[config.mk]
export PLATFORM = sky130hd
export DESIGN_NAME = debounce_fsm
export DESIGN_NICKNAME = d
export VERILOG_FILES = /design/src/rtl/debounce_pkg.sv /design/src/rtl/debounce_fsm_sync_2ff.sv /design/src/rtl/debounce_fsm.sv
export SDC_FILE = /design/constraint.sdc
export NUM_CORES = 1
export LEC_CHECK = 0
export CORE_AREA = 2 2 39 41
export DETAILED_ROUTE_END_ITERATION = 6
export DIE_AREA = 0 0 41 43
export PLACE_DENSITY_LB_ADDON = 0.15
export SLEW_MARGIN = 15
export SYNTH_ARGS = -nofsm -noshare
export SYNTH_HDL_FRONTEND = slang
export SYNTH_SLANG_ARGS = --single-unit
export TNS_END_PERCENT = 1
[constraint.sdc]
create_clock -name clk -period 3.5 [get_ports clk]
set_input_delay 0.875 -clock clk [delete_from_list [all_inputs] [get_ports clk]]
set_output_delay 0.875 -clock clk [all_outputs]
set_load 0.05 [all_outputs]
[src/rtl/debounce_pkg.sv]
// Shared types and defaults for the switch-debounce stage.
// The FSM state encoding is fixed here so the other input stages can decode it.
package debounce_pkg;

  typedef enum logic [1:0] {
    ZERO  = 2'd0,
    WAIT1 = 2'd1,
    ONE   = 2'd2,
    WAIT0 = 2'd3
  } db_state_t;

  localparam int DB_CYCLES_DEFAULT = 4;

endpackage

[src/rtl/debounce_fsm_sync_2ff.sv]
// Two-flop synchroniser for a single asynchronous level.
// Only q may be used downstream; the first flop is allowed to go metastable.
module sync_2ff (
  input  logic clk,
  input  logic reset,
  input  logic d,
  output logic q
);

  logic s_meta;

  always_ff @(posedge clk or negedge reset) begin
    if (!reset) begin
      s_meta <= 1'b0;
      q      <= 1'b0;
    end else begin
      s_meta <= d;
      q      <= s_meta;
    end
  end

endmodule

[src/rtl/debounce_fsm.sv]
// Debounces a raw switch: a new level is accepted only after it has held for
// DB_CYCLES consecutive clocks; a one-cycle tick marks each accepted rise.
module debounce_fsm
  import debounce_pkg::*;
#(
  parameter int DB_CYCLES = DB_CYCLES_DEFAULT
) (
  input  logic clk,
  input  logic reset,
  input  logic i_sw,
  output logic o_level,
  output logic o_tick
);

  localparam int CNT_W = $clog2(DB_CYCLES + 1);
  localparam logic [CNT_W-1:0] CNT_LOAD = CNT_W'(DB_CYCLES - 1);
  localparam logic [CNT_W-1:0] CNT_ZERO = '0;

  db_state_t        state;
  db_state_t        state_next;
  logic [CNT_W-1:0] cnt;
  logic [CNT_W-1:0] cnt_next;
  logic             tick_reg;
  logic             tick_next;
  logic             s_sync;

  sync_2ff u_sync (
    .clk   (clk),
    .reset (reset),
    .d     (i_sw),
    .q     (s_sync)
  );

  always_ff @(posedge clk or negedge reset) begin
    if (!reset) begin
      state    <= ZERO;
      cnt      <= CNT_ZERO;
      tick_reg <= 1'b0;
    end else begin
      state    <= state_next;
      cnt      <= cnt_next;
      tick_reg <= tick_next;
    end
  end

  // The s_sync test comes first in each WAIT state so a bounce on the
  // expiry cycle rejects the change instead of accepting it.
  always_comb begin
    state_next = state;
    cnt_next   = cnt;
    case (state)
      ZERO: begin
        if (s_sync) begin
          state_next = WAIT1;
          cnt_next   = CNT_LOAD;
        end
      end
      WAIT1: begin
        if (!s_sync) begin
          state_next = ZERO;
        end else if (cnt == CNT_ZERO) begin
          state_next = ONE;
        end else begin
          cnt_next = cnt - CNT_W'(1);
        end
      end
      ONE: begin
        if (!s_sync) begin
          state_next = WAIT0;
          cnt_next   = CNT_LOAD;
        end
      end
      WAIT0: begin
        if (s_sync) begin
          state_next = ONE;
        end else if (cnt == CNT_ZERO) begin
          state_next = ZERO;
        end else begin
          cnt_next = cnt - CNT_W'(1);
        end
      end
      default: begin
        state_next = ZERO;
      end
    endcase
  end

  always_comb begin
    tick_next = (state == WAIT1) && (state_next == ONE);
  end

  always_comb begin
    o_level = 1'b0;
    case (state)
      ONE, WAIT0: o_level = 1'b1;
      default:    o_level = 1'b0;
    endcase
  end

  assign o_tick = tick_reg;

endmodule

gate_families.png
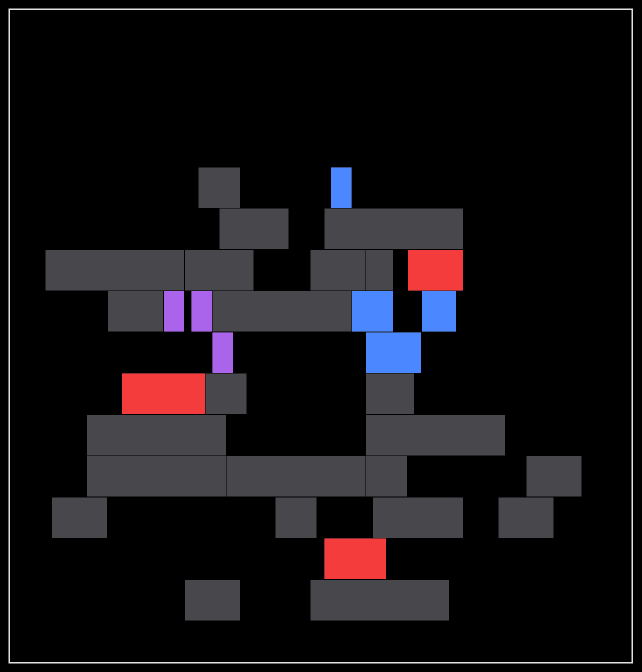
NAND gates: marked blue, cells 4, where centre. multiplexers: marked red, cells 3. inverters: marked purple, cells 3, most used inv_1.

final_congestion.png
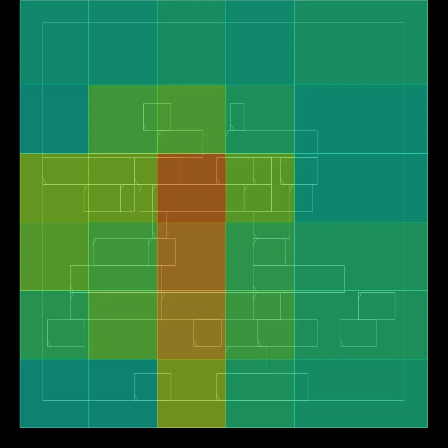
met1 capacity usage during global routing: 8.97%
routed length per placed instance: 9.78 µm
global routing usage summed across all routing layers: 8.01%
highest-utilization routing layer at the global route stage: met2
met2 Usage GRT: 10.6%

registers.png
Bar = 10 µm.
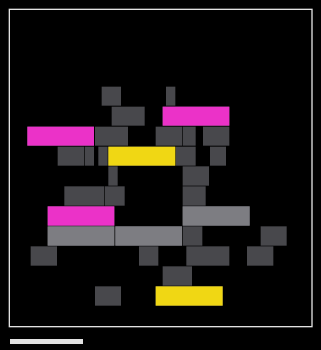
cnt: marked magenta, flops 3. state: marked yellow, flops 2.

[cells in the final DEF, fill, tap and decap left out]
cell	count
sky130_fd_sc_hd__nor4bb_1	1
sky130_fd_sc_hd__inv_1	3
sky130_fd_sc_hd__clkdlybuf4s50_1	4
sky130_fd_sc_hd__clkbuf_4	3
sky130_fd_sc_hd__o22a_2	1
sky130_fd_sc_hd__mux2i_1	1
sky130_fd_sc_hd__mux2_4	1
sky130_fd_sc_hd__xor2_2	1
sky130_fd_sc_hd__nand3b_1	1
sky130_fd_sc_hd__nand2_1	1
sky130_fd_sc_hd__mux2_2	1
sky130_fd_sc_hd__and2_4	1
sky130_fd_sc_hd__ha_1	2
sky130_fd_sc_hd__nor3b_1	1
sky130_fd_sc_hd__dfrtp_1	8
sky130_fd_sc_hd__nand3_2	1
sky130_fd_sc_hd__nand2b_1	1
sky130_fd_sc_hd__o21ai_0	1
[kinds of logic after synthesis]
logic type	count (synthesis)	share of synthesized area (%)
compound gates	2	4.14
xor+xnor	1	4.48
fa+ha+maj	2	6.90
buf+inv	4	4.48
flops	8	55.2
mux	3	10.0
simple gates	7	14.8
[flip-flops by register name, summed over array words and instances (netlist names)]
name           cells
state              2
o_tick             1
u_sync.s_meta      1
u_sync.q           1
cnt                3
[final cells by class]
class / instances / area, µm²
Tap cell: 16 / 20.0
Clock buffer: 3 / 22.5
Multi-Input combinational cell: 15 / 146
Fill cell: 146 / 943
Timing Repair Buffer: 4 / 40.0
Sequential cell: 8 / 200
Inverter: 3 / 11.3
[cells in the mapped netlist (all sizes together)]
master  n
nand2   1
nand2b  1
mux2    2
o21ai   1
inv     3
ha      2
dfrtp   8
xor2    1
nand3b  1
o22a    1
mux2i   1
and2    1
nor3b   1
nor4bb  1
buf     1
nand3   1
==> Changelog: implementation <==
## Flow update

- Nature of the critical path endpoint: primary output
- Final setup slack of the worst path: 1140 ps
- Internal power: 227 µW
- Slew at the pin closest to its max-slew limit: between 400 and 500 ps
- Count of antenna diodes in the layout: 0
- Number of nets at floorplan: 32
- Sw power: around 120 µW
- Power share of the sequential group: 41.1%
- Setup_tns: 0 ps
- Clock tree buffer depth: 2
- Crit path max fanout: 4
- Routed vias: between 200 and 250
- Sequential cell area fraction in the yosys report: between 50% and 60%
- Post-synthesis cell type with the largest combined area: sky130_fd_sc_hd__dfrtp_1
- Cell count listed in synth_stat.txt: 27
- CTS tree: built
- Critical-path cell list: clkdlybuf4s50_1
- Status: finished, final reports clean
- Met2 routed wirelength: 207 µm
- Placed inst area: ~420 µm²
- Data required time at the worst endpoint: around 2600 ps
- Type of the worst setup path: reg2out
- Arrival time at the worst endpoint: 1490 ps
- Hold/Removal Path Class: reg2reg
- Final standard cell area without fillers: 440 µm²
- Sw Ratio: between 30% and 40%
- WL met3: approximately 23 µm
- Critical Path Source: state[1]
- Library cell used as clock root buffer: sky130_fd_sc_hd__clkbuf_4
- Core region area: 1380 µm²
- Clk pin slew, worst setup/hold paths: 50 ps
- Yosys reg bits: 8
- Minimum period implied by the final worst setup slack: 2360 ps
- Delay of the slowest cell on the worst path: between 800 and 900 ps
- Chip height: about 43 µm
- Reg2reg setup slack: ~2100 ps
- Number of DRC markers in iteration 0: 0
- Stage-log warning count: 27
- Weighted congestion reported at the end of routability-driven placement: 0.608
- Proportion of power drawn by combinational gates: 38.6%
- Global-route met3 utilization: 3.14%
- Count of mapped cells out of synthesis: 27
- Overall routed net length: around 480 µm
- Die Outline Area: 1760 µm²
- Top-level port count: 5
- Proportion of netlist area held by the largest area contributor: 55.2%
- Clock skew: 2.96 ps
- Endpoint of the worst setup timing path: o_level
- Pins Over Slew Limit: 0
- Cts repair resizes: 0
- Clock distribution power: ~70 µW
- # H-tree levels: 1
- Synth-to-Final Area Change: 21.4%
- Reg2Reg Launch Point: cnt[0]
- Dpl ws: 1400 ps
- Total power density per cell area: 786 nW/µm²
- Clock insertion delay at the later pin of the skew report: 250 ps
- Number of global-route vias before repair: 222
- Global-route wire length before repair: 862 µm
- Hold Startpoint: u_sync.s_meta
Power is estimated from default activity; no workload was simulated.
